[src/rtl/surfboard_seq.sv]
// surfboard_seq: sequential N x N matrix multiplier C = A x B built around a
// single time-multiplexed multiply-accumulate unit. Operands are captured on
// the input handshake; the result is held on c until the output handshake.
//
// Optional feature macro: SURFBOARD_SAT_EN
//   undefined : products truncated to W bits, W-bit accumulator wraps mod 2^W
//   defined   : full-precision accumulator (2W + clog2(N) bits), each result
//               element clamped to the W-bit signed/unsigned range
//
// state   | meaning
// --------+--------------------------------------------------------------
// IDLE    | waiting for operands, in_ready high
// COMPUTE | one MAC per cycle over i/j/k, N^3 cycles, busy high
// DONE    | result presented on c with out_valid until out_ready
module surfboard_seq #(
    parameter int N      = 2,
    parameter int W      = 2,
    parameter int SIGNED = 1
) (
    input  logic             clk,
    input  logic             rst_n,
    input  logic             in_valid,
    output logic             in_ready,
    input  logic [N*N*W-1:0] a,
    input  logic [N*N*W-1:0] b,
    output logic             out_valid,
    input  logic             out_ready,
    output logic [N*N*W-1:0] c,
    output logic             busy
);

    localparam int CW = $clog2(N);
`ifdef SURFBOARD_SAT_EN
    localparam int AW = 2*W + $clog2(N);
    localparam logic [AW-1:0] SMAX = {{(AW-W+1){1'b0}}, {(W-1){1'b1}}};
    localparam logic [AW-1:0] SMIN = {{(AW-W+1){1'b1}}, {(W-1){1'b0}}};
    localparam logic [AW-1:0] UMAX = {{(AW-W){1'b0}}, {W{1'b1}}};
`else
    localparam int AW = W;
`endif

    typedef enum logic [1:0] {IDLE, COMPUTE, DONE} state_t;

    state_t            state, state_nx;
    logic [N*N*W-1:0]  a_q, b_q;
    logic [AW-1:0]     acc, acc_nx, a_x, b_x;
    logic [W-1:0]      a_el, b_el, res;
    logic [CW-1:0]     i, j, k;
    logic              k_last, j_last, i_last;

    assign k_last    = (k == CW'(N-1));
    assign j_last    = (j == CW'(N-1));
    assign i_last    = (i == CW'(N-1));
    assign in_ready  = (state == IDLE);
    assign busy      = (state == COMPUTE);
    assign out_valid = (state == DONE);

    // MAC datapath: select A[i][k], B[k][j], extend to accumulator width, accumulate, clamp/truncate
    always_comb begin
        a_el = a_q[(int'(i)*N + int'(k))*W +: W];
        b_el = b_q[(int'(k)*N + int'(j))*W +: W];
        if (SIGNED != 0) begin
            a_x = AW'($signed(a_el));
            b_x = AW'($signed(b_el));
        end else begin
            a_x = AW'(a_el);
            b_x = AW'(b_el);
        end
        acc_nx = acc + a_x * b_x;
        res    = acc_nx[W-1:0];
`ifdef SURFBOARD_SAT_EN
        if (SIGNED != 0) begin
            if ($signed(acc_nx) > $signed(SMAX))
                res = {1'b0, {(W-1){1'b1}}};
            else if ($signed(acc_nx) < $signed(SMIN))
                res = {1'b1, {(W-1){1'b0}}};
        end else if (acc_nx > UMAX) begin
            res = '1;
        end
`endif
    end

    // Next-state decode
    always_comb begin
        state_nx = state;
        case (state)
            IDLE:    if (in_valid)                  state_nx = COMPUTE;
            COMPUTE: if (k_last && j_last && i_last) state_nx = DONE;
            DONE:    if (out_ready)                 state_nx = IDLE;
            default:                                state_nx = IDLE;
        endcase
    end

    // State register
    always_ff @(posedge clk or negedge rst_n) begin
        if (!rst_n) state <= IDLE;
        else        state <= state_nx;
    end

    // Operand capture, loop counters, accumulator and result writes
    always_ff @(posedge clk or negedge rst_n) begin
        if (!rst_n) begin
            a_q <= '0;
            b_q <= '0;
            acc <= '0;
            i   <= '0;
            j   <= '0;
            k   <= '0;
            c   <= '0;
        end else if (state == IDLE) begin
            if (in_valid) begin
                a_q <= a;
                b_q <= b;
                acc <= '0;
                i   <= '0;
                j   <= '0;
                k   <= '0;
            end
        end else if (state == COMPUTE) begin
            if (k_last) begin
                c[(int'(i)*N + int'(j))*W +: W] <= res;
                acc <= '0;
                k   <= '0;
                if (j_last) begin
                    j <= '0;
                    i <= i_last ? '0 : i + CW'(1);
                end else begin
                    j <= j + CW'(1);
                end
            end else begin
                acc <= acc_nx;
                k   <= k + CW'(1);
            end
        end
    end

endmodule

[config.mk]
export PLATFORM = sky130hd
export DESIGN_NAME = surfboard_seq
export DESIGN_NICKNAME = d
export VERILOG_FILES = /design/src/rtl/surfboard_seq.sv
export SDC_FILE = /design/constraint.sdc
export NUM_CORES = 1
export LEC_CHECK = 0
export ABC_CLOCK_PERIOD_IN_PS = 5270
export CELL_PAD_IN_SITES_DETAIL_PLACEMENT = 0
export CELL_PAD_IN_SITES_GLOBAL_PLACEMENT = 1
export CORE_AREA = 2 2 65 67
export CTS_CLUSTER_DIAMETER = 100
export DETAILED_ROUTE_END_ITERATION = 10
export DIE_AREA = 0 0 67 69
export GPL_ROUTABILITY_DRIVEN = 0
export HOLD_SLACK_MARGIN = 0.06
export PLACE_DENSITY_LB_ADDON = 0.1
export SYNTH_ARGS = -nofsm -noshare
export SYNTH_HDL_FRONTEND = slang
export SYNTH_SLANG_ARGS = --single-unit
[constraint.sdc]
create_clock -name clk -period 5.27 [get_ports clk]
set_input_delay 0.7905 -clock clk [delete_from_list [all_inputs] [get_ports clk]]
set_output_delay 0.7905 -clock clk [all_outputs]
set_load 0.02 [all_outputs]
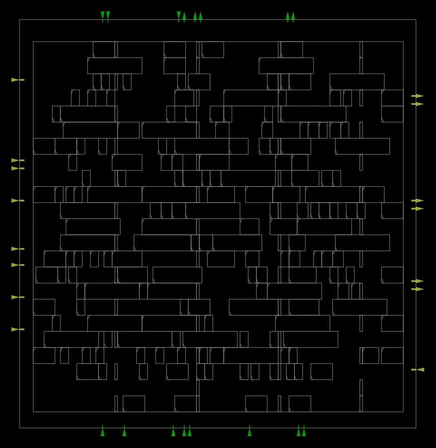
Fig. 1. Cell outlines without signal wires (run 1).
n_taps: 50
row count: 23

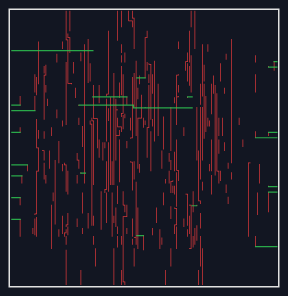
Fig. 2. Routed metal, one colour a layer (run 1).
(4 px per um) Only two layers are drawn.
met2 -> red  # wire length 1450 um
met3 -> green  # wire length 105 um
final WL: 2960 um
Tot GR Track Use: 0.151
WL/cell: 12.3 um
routed vias: 1144

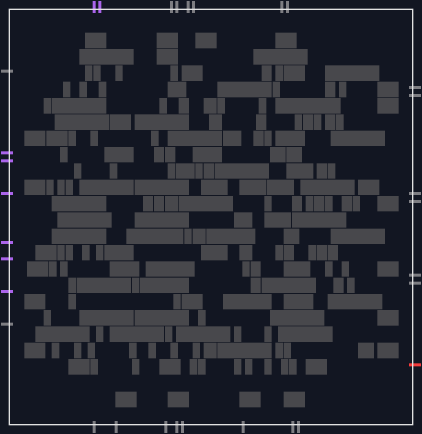
Fig. 3. Pin map (run 1).
(6 px per um) Pins as bars across the die edge, other pins in grey.
rst_n -> red  # pins 1, direction input, edge right
b -> purple  # pins 8, direction input, edge 6 left, 2 top
Die X: 67 um
Port-buffer cells: 30
Die Span Y: 69 um

==> results_slide.txt, run 1 <==
Synthesis and Place & Route Summary

Placement
  • DP HPWL: 2160 um

Cells and area
  • Footprint of the multi-input gates: 667 um^2
  • Layout fillers: 388
  • Biggest Area Class: sequential cells
  • Non-filler cells, final: 241
  • Final net count: 216
  • Flop share of the area: 0.398
  • Buffering overhead: 0.158
  • Top cells excl fill/tap: nand2_1 (69), dfrtp_1 (31), clkdlybuf4s50_1 (30)
  • Antenna Cells: 0
  • Most frequent logic cell in the layout: nand2_1
  • Final Util: 0.498
  • Fin area: 1950 um^2
  • Sequential cell count: 31
  • Biggest regs: a_q (8), b_q (8), c (8)

Power
  • Top Consumer: combinational logic
  • Clk pwr: 241 uW
  • Switch Pwr: 421 uW
  • Switching share of power: 0.372
  • Power Combinational: 470 uW
  • Sequential group share of total power: 0.371
  • Total Power: 1.13 mW
  • Leak: 0.920 nW
  • P_seq: 420 uW

GRT
  • Grt ovf: 0
  • Grt met3 use: 0.0392
  • Grt met2 use: 0.240
  • Antenna violations before repair: 0
  • Met1 Usage GRT: 0.187

Timing
  • Achievable clock frequency: 403 MHz
  • Worst setup margin: 2.79 ns
  • RSZ-0062 raised after global routing: false
  • Max_slew headroom: 0.530
  • Minimum clock period: 2.48 ns
  • Final hold violation count: 0

Logic synthesis
  • Synth Instances: 160
  • Area reported by Yosys stat: 1500 um^2
  • Number of enable flip-flop cells: 0
  • Logic family by area: simple AND/OR/NAND/NOR gates
  • Syn Std Cell Area: 1500 um^2
  • Synth Flop Type: dfrtp_1
  • Mux share of post-synthesis cell area: 0.0626
  • Yosys xor share: 0.0209
  • Warnings from Yosys: 0
  • Commonest cells in the netlist: nand2_1 (69), dfrtp_1 (31), o21ai_0 (12)
  • Post-Syn Nets: 186
  • Count leader, synth: nand2_1
  • Ys flops: 31
  • Synth Area in Simple Gates: 0.251
  • Complex Gates by Area: 0.0601

Worst hold path
  • WHS Path Cells: 2
  • Worst hold start: c[0]$_DFFE_PN0P_

Routing
  • DRC: 0
  • Post-route ant nets: 0

Clock network
  • Num CTS Buffers: 5
  • TritonCTS clock tree: yes
  • Skew-Pair Late Insertion Delay: 0.28 ns
  • Clk buf depth: 2
  • CTS Sinks: 31
  • Cts hold-fix bufs: 0
  • CTS clk-pin slew, worst paths: 0.07 ns
  • H-tree depth: 2
  • CTS root buffer: clkbuf_8

Die
  • FP Util: 0.383
  • Die Footprint: 4620 um^2

Worst setup path
  • Critical Path, Cell by Cell: nand2b_1 > inv_1 > clkdlybuf4s50_1
  • Setup crit end: busy
  • Crit path from: state[1]$_DFFE_PN0P_
  • Capturing point of the worst reg2reg path: c[3]$_DFFE_PN0P_
  • R2R setup slack: 2.81 ns
  • Reg-to-reg startpoint: k$_DFFE_PN0P_

Status
  • Outcome: complete, no violations
==> run 1 -> run 2 <==
- ABC_CLOCK_PERIOD_IN_PS: 5270 -> 2500
- CORE_AREA: 2 2 65 67 -> 2 2 66 68
- DIE_AREA: 0 0 67 69 -> 0 0 68 70
- clock period: 5.27 -> 2.5 ns (I/O delays scaled with it)
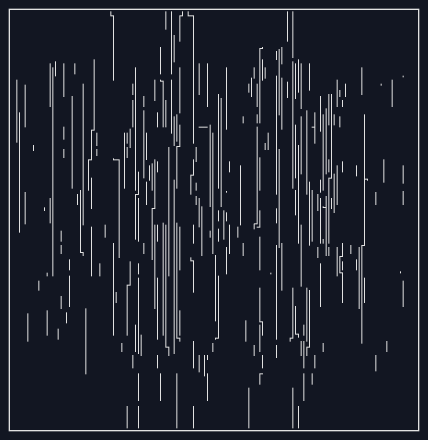
Fig. 4. Metal 2 (run 2).
(6 px per um)
longest straight run = 34.7 um
main direction = vertical

==> results_slide.txt, run 2 <==
Synthesis and Place & Route Summary

Cells and area
  • Footprint of the multi-input gates: 667 um^2
  • Flop share of the area: 0.402
  • Final Util: 0.466
  • Sequential cell count: 31
  • Buffering overhead: 0.171
  • Antenna Cells: 0
  • Final net count: 219

Status
  • Outcome: complete, no violations

Routing
  • Post-route ant nets: 0
  • Routed vias: 1162
  • WL/cell: 12.6 um
  • Final WL: 3090 um
  • DRC: 0

Clock network
  • Clk buf depth: 2
  • TritonCTS clock tree: yes
  • Num CTS Buffers: 5

Power
  • P_seq: 840 uW
  • Sequential group share of total power: 0.369
  • Switch Pwr: 888 uW
  • Clk pwr: 356 uW

GRT
  • Met1 Usage GRT: 0.199
  • Grt met3 use: 0.0435
  • Antenna violations before repair: 0

Worst setup path
  • Critical Path, Cell by Cell: mux4_2 > and2_1 > ha_1 > xor2_1 > xnor3_1 > o31ai_2
  • Crit path from: j$_DFFE_PN0P_

Logic synthesis
  • Ys flops: 31
  • Synth Instances: 160
  • Commonest cells in the netlist: nand2_1 (69), dfrtp_1 (31), o21ai_0 (12)
  • Yosys xor share: 0.0209
  • Complex Gates by Area: 0.0601
  • Mux share of post-synthesis cell area: 0.0626
  • Count leader, synth: nand2_1

Timing
  • Final hold violation count: 0
  • Achievable clock frequency: 462 MHz

Die
  • Die Footprint: 4760 um^2

Placement
  • Port-buffer cells: 30
==> run 2 -> run 3 <==
- CELL_PAD_IN_SITES_DETAIL_PLACEMENT: 0 -> 1
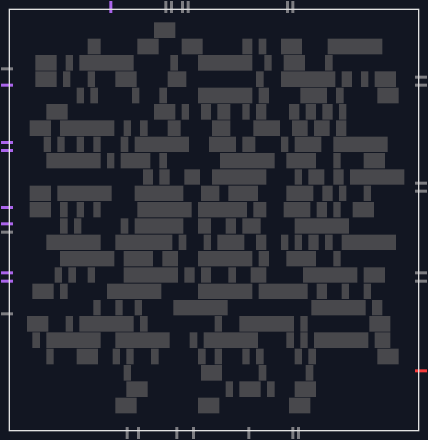
Fig. 5. Pin map (run 3).
(6 px per um) Pins as bars across the die edge, other pins in grey.
rst_n -> red  # pins 1, direction input, edge right
b -> purple  # pins 8, direction input, edge 7 left, 1 top
all pins by edge = 10 left, 7 bottom, 7 top, 7 right

==> results_slide.txt, run 3 <==
Synthesis and Place & Route Summary

Power
  • Top Consumer: combinational logic
  • Switching share of power: 0.393
  • Switch Pwr: 907 uW
  • Leak: 0.916 nW

Cells and area
  • Layout fillers: 487
  • Biggest Area Class: sequential cells
  • Footprint of the multi-input gates: 667 um^2
  • Non-filler cells, final: 246
  • Final Util: 0.468
  • Biggest regs: a_q (8), b_q (8), c (8)
  • Antenna Cells: 0
  • Final net count: 219

Logic synthesis
  • Complex Gates by Area: 0.0601
  • Syn Std Cell Area: 1500 um^2
  • Ys flops: 31
  • Yosys xor share: 0.0209
  • Synth Instances: 160
  • Post-Syn Nets: 186

Worst setup path
  • Reg-to-reg startpoint: j$_DFFE_PN0P_
  • R2R setup slack: 0.31 ns
  • Critical Path, Cell by Cell: mux4_2 > and2_1 > ha_1 > xor2_1 > xnor3_1 > o21ai_0
  • Capturing point of the worst reg2reg path: c[1]$_DFFE_PN0P_

Routing
  • Final WL: 3330 um
  • Routed vias: 1181

GRT
  • Grt met2 use: 0.269
  • Antenna violations before repair: 0
  • Tot GR Track Use: 0.163

Clock network
  • H-tree depth: 2
  • Cts hold-fix bufs: 0
  • TritonCTS clock tree: yes
  • CTS Sinks: 31

Placement
  • Port-buffer cells: 30

Timing
  • Achievable clock frequency: 457 MHz
  • Max_slew headroom: 0.543

Die
  • Die Footprint: 4760 um^2

Status
  • Outcome: complete, no violations

## Gallery

Wires at chosen ports, followed through buffers.
(4 px per um)
shot_01.png
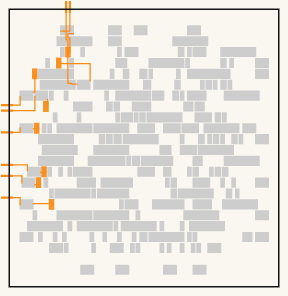
shot_02.png
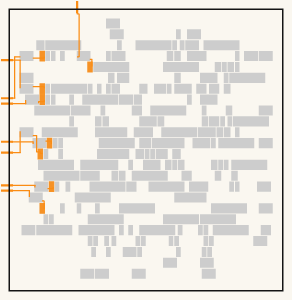
shot_03.png
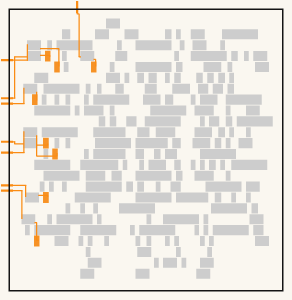
Run 3 is shot_03.png.
Run 1 is shot_01.png.
Run 2 is shot_02.png.

Key to shot_02.png:
b -> orange  # bits 8, direction input, end cells 8, wire 86.8 um

Power figures rest on the tool's default switching activity, not on a simulated workload.
